[src/rtl/game_flow_controller.sv]
// Top-level game sequencer: boot delay, start screen, play/death/respawn cycle,
// lives tracking and timed win/game-over screens. Timing is counted in frames.
module game_flow_controller #(
  parameter int LIVES_INIT   = 3,
  parameter int BOOT_FRAMES  = 2,
  parameter int DEATH_FRAMES = 60,
  parameter int END_FRAMES   = 180
) (
  input  logic       clk,
  input  logic       reset,
  input  logic       start_of_frame,
  input  logic       start_key,
  input  logic       player_hit,
  input  logic       level_done,
  output logic [2:0] game_state,
  output logic [2:0] lives,
  output logic       freeze,
  output logic       new_game,
  output logic       respawn
);

  localparam int MAX_BD     = (BOOT_FRAMES > DEATH_FRAMES) ? BOOT_FRAMES : DEATH_FRAMES;
  localparam int MAX_FRAMES = (MAX_BD > END_FRAMES) ? MAX_BD : END_FRAMES;
  localparam int CNT_W      = $clog2(MAX_FRAMES + 1);

  typedef enum logic [2:0] {
    S_BOOT  = 3'd0,
    S_START = 3'd1,
    S_PLAY  = 3'd2,
    S_DYING = 3'd3,
    S_WIN   = 3'd4,
    S_OVER  = 3'd5
  } state_t;

  state_t           state;
  logic [CNT_W-1:0] frame_cnt;
  logic [CNT_W-1:0] frame_inc;
  logic             key_q;
  logic             key_edge;
  logic             boot_tmo;
  logic             death_tmo;
  logic             end_tmo;

  // Timeouts compare the incremented count, so the state changes on the
  // cycle right after the Nth frame pulse.
  always_comb begin
    key_edge  = start_key & ~key_q;
    frame_inc = frame_cnt + CNT_W'(1);
    boot_tmo  = start_of_frame && (frame_inc == CNT_W'(BOOT_FRAMES));
    death_tmo = start_of_frame && (frame_inc == CNT_W'(DEATH_FRAMES));
    end_tmo   = start_of_frame && (frame_inc == CNT_W'(END_FRAMES));
  end

  // NOTE: every register here updates with <= so all of them sample the
  // same pre-edge values; blocking assignments would create ordering races.
  always_ff @(posedge clk) begin
    if (reset) begin
      state      <= S_BOOT;
      game_state <= 3'd0;
      lives      <= 3'(LIVES_INIT);
      freeze     <= 1'b1;
      new_game   <= 1'b0;
      respawn    <= 1'b0;
      frame_cnt  <= '0;
      key_q      <= 1'b0;
    end else begin
      key_q    <= start_key;
      new_game <= 1'b0;
      respawn  <= 1'b0;

      case (state)
        S_BOOT: begin
          if (boot_tmo) begin
            state      <= S_START;
            game_state <= 3'd1;
            freeze     <= 1'b1;
            frame_cnt  <= '0;
          end else if (start_of_frame) begin
            frame_cnt <= frame_inc;
          end
        end

        S_START: begin
          if (key_edge) begin
            state      <= S_PLAY;
            game_state <= 3'd2;
            freeze     <= 1'b0;
            lives      <= 3'(LIVES_INIT);
            new_game   <= 1'b1;
            frame_cnt  <= '0;
          end
        end

        S_PLAY: begin
          if (level_done) begin
            state      <= S_WIN;
            game_state <= 3'd3;
            freeze     <= 1'b1;
            frame_cnt  <= '0;
          end else if (player_hit) begin
            freeze    <= 1'b1;
            frame_cnt <= '0;
            if (lives <= 3'd1) begin
              state      <= S_OVER;
              game_state <= 3'd4;
              lives      <= 3'd0;
            end else begin
              state      <= S_DYING;
              game_state <= 3'd2;
              lives      <= lives - 3'd1;
            end
          end
        end

        S_DYING: begin
          if (death_tmo) begin
            state      <= S_PLAY;
            game_state <= 3'd2;
            freeze     <= 1'b0;
            respawn    <= 1'b1;
            frame_cnt  <= '0;
          end else if (start_of_frame) begin
            frame_cnt <= frame_inc;
          end
        end

        S_WIN, S_OVER: begin
          if (end_tmo) begin
            state      <= S_START;
            game_state <= 3'd1;
            freeze     <= 1'b1;
            frame_cnt  <= '0;
          end else if (start_of_frame) begin
            frame_cnt <= frame_inc;
          end
        end

        default: begin
          state      <= S_BOOT;
          game_state <= 3'd0;
          freeze     <= 1'b1;
          frame_cnt  <= '0;
        end
      endcase
    end
  end

endmodule

[config.mk]
export PLATFORM = sky130hd
export DESIGN_NAME = game_flow_controller
export DESIGN_NICKNAME = d
export VERILOG_FILES = /design/src/rtl/game_flow_controller.sv
export SDC_FILE = /design/constraint.sdc
export NUM_CORES = 1
export LEC_CHECK = 0
export ABC_AREA = 0
export CAP_MARGIN = 20
export CORE_UTILIZATION = 50
export DETAILED_ROUTE_END_ITERATION = 8
export PLACE_DENSITY = 0.72
export SYNTH_ARGS = -nofsm -noshare
export SYNTH_HDL_FRONTEND = slang
export SYNTH_SLANG_ARGS = --single-unit
[constraint.sdc]
create_clock -name clk -period 2.3 [get_ports clk]
set_input_delay 0.69 -clock clk [delete_from_list [all_inputs] [get_ports clk]]
set_output_delay 0.69 -clock clk [all_outputs]
set_load 0.01 [all_outputs]
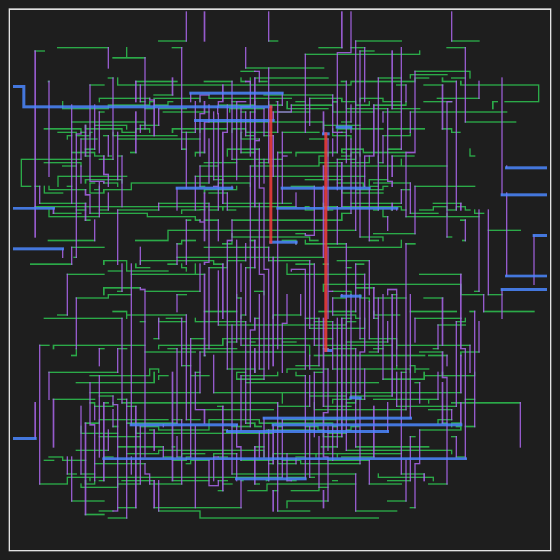
**Above:** signal wires by layer.
Key: M2 = purple [wire length 1630 um]; M1 = green [wire length 1660 um]; M3 = blue [wire length 210 um]; M4 = red [wire length 35.4 um]
routed vias: 1385
GR Util All Layers: 26.9%
final wirelength: 3.53 mm
routed length per placed instance: 14.8 um

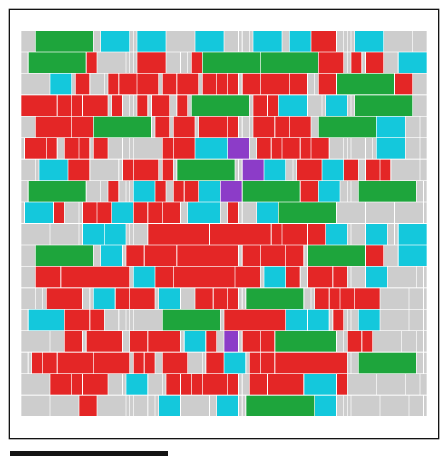
**Above:** cell classes on the final placement.
Bar = 20 um. Fill, decap, tap and diode cells in grey.
Key: remaining logic cells = red [cells 138]; clock drivers and dummy loads = purple [cells 4]; remaining buffers and delay cells = cyan [cells 46]; registers = green [cells 21]
flop share of the area: 23.1%
Core ar.: 0.00252 mm2
Final Cell Area: 0.00184 mm2
# rows: 18

==> results.yml <==
# physical design summary
status:
  status: "completed"
routing:
  first_iter_violations: 76
  top_layer: "met4"
  wl_met1_mm: 1.66
clock_network:
  cts_inserted_buffers: 3
final_layout:
  flop_area_um2: 425
  nMultiInputCombCells: 129
  layout_top_cells: "buf_4, dfxtp_1, nand2_1, nor2_1, clkdlybuf4s50_1"
  fillCellCount: 190
  top_register: "frame_cnt"
  area_delta_synth_final_pct: 34.7
  logic_area_um2: 922
  clockNetworkAreaShare_pct: 1.50
  nets: 221
placed_design:
  preCtsSetupSlack_ns: -0.435
  place_area_mm2: 0.00170
  hpwl_mm: 2.57
synth:
  yosysMostFrequentCell: "dfxtp_1"
  fp_nets: 181
  synthCells: 170
  ys_types: 45
  simple_gate_area_share_pct: 28.2
  yosysSeqAreaShare_pct: 30.8
  synth-edff-count: 0
  synth_flops: 21
  top_area_share_pct: 30.8
  syn_area_mm2: 0.00137
timing:
  period_used_pct: 96.7
  fmax_mhz: 450
  tns_ns: 0
power_and_ir_drop:
  power.internal_uw: 875
  power_density_mw_per_mm2: 791
  clk-power_uw: 185
  pg_seq_uw: 477
  maxPowerGroup: "combinational logic"
  switchingPower_uw: 580
  comb_power_share_pct: 54.5
critical_path:
  crit_path_cell_trace: "ha_4 -> xnor2_1 -> nand4b_4 -> or3_4 -> o211ai_4 -> a31oi_4 -> buf_4 -> a41oi_1 -> a31oi_1"
  cpMaxStageDelayCell: "or3_4"
  path_max_fanout: 6
  slowest_delay_ns: 0.39
  cp-end-kind: "register"
  arrival_ns: 2.43
die:
  die-width_um: 54.3
  fp-utilization_pct: 54.2
hold_path:
  min_path_type: "reg -> reg"
global_routing:
  grt_overflow_total: 0
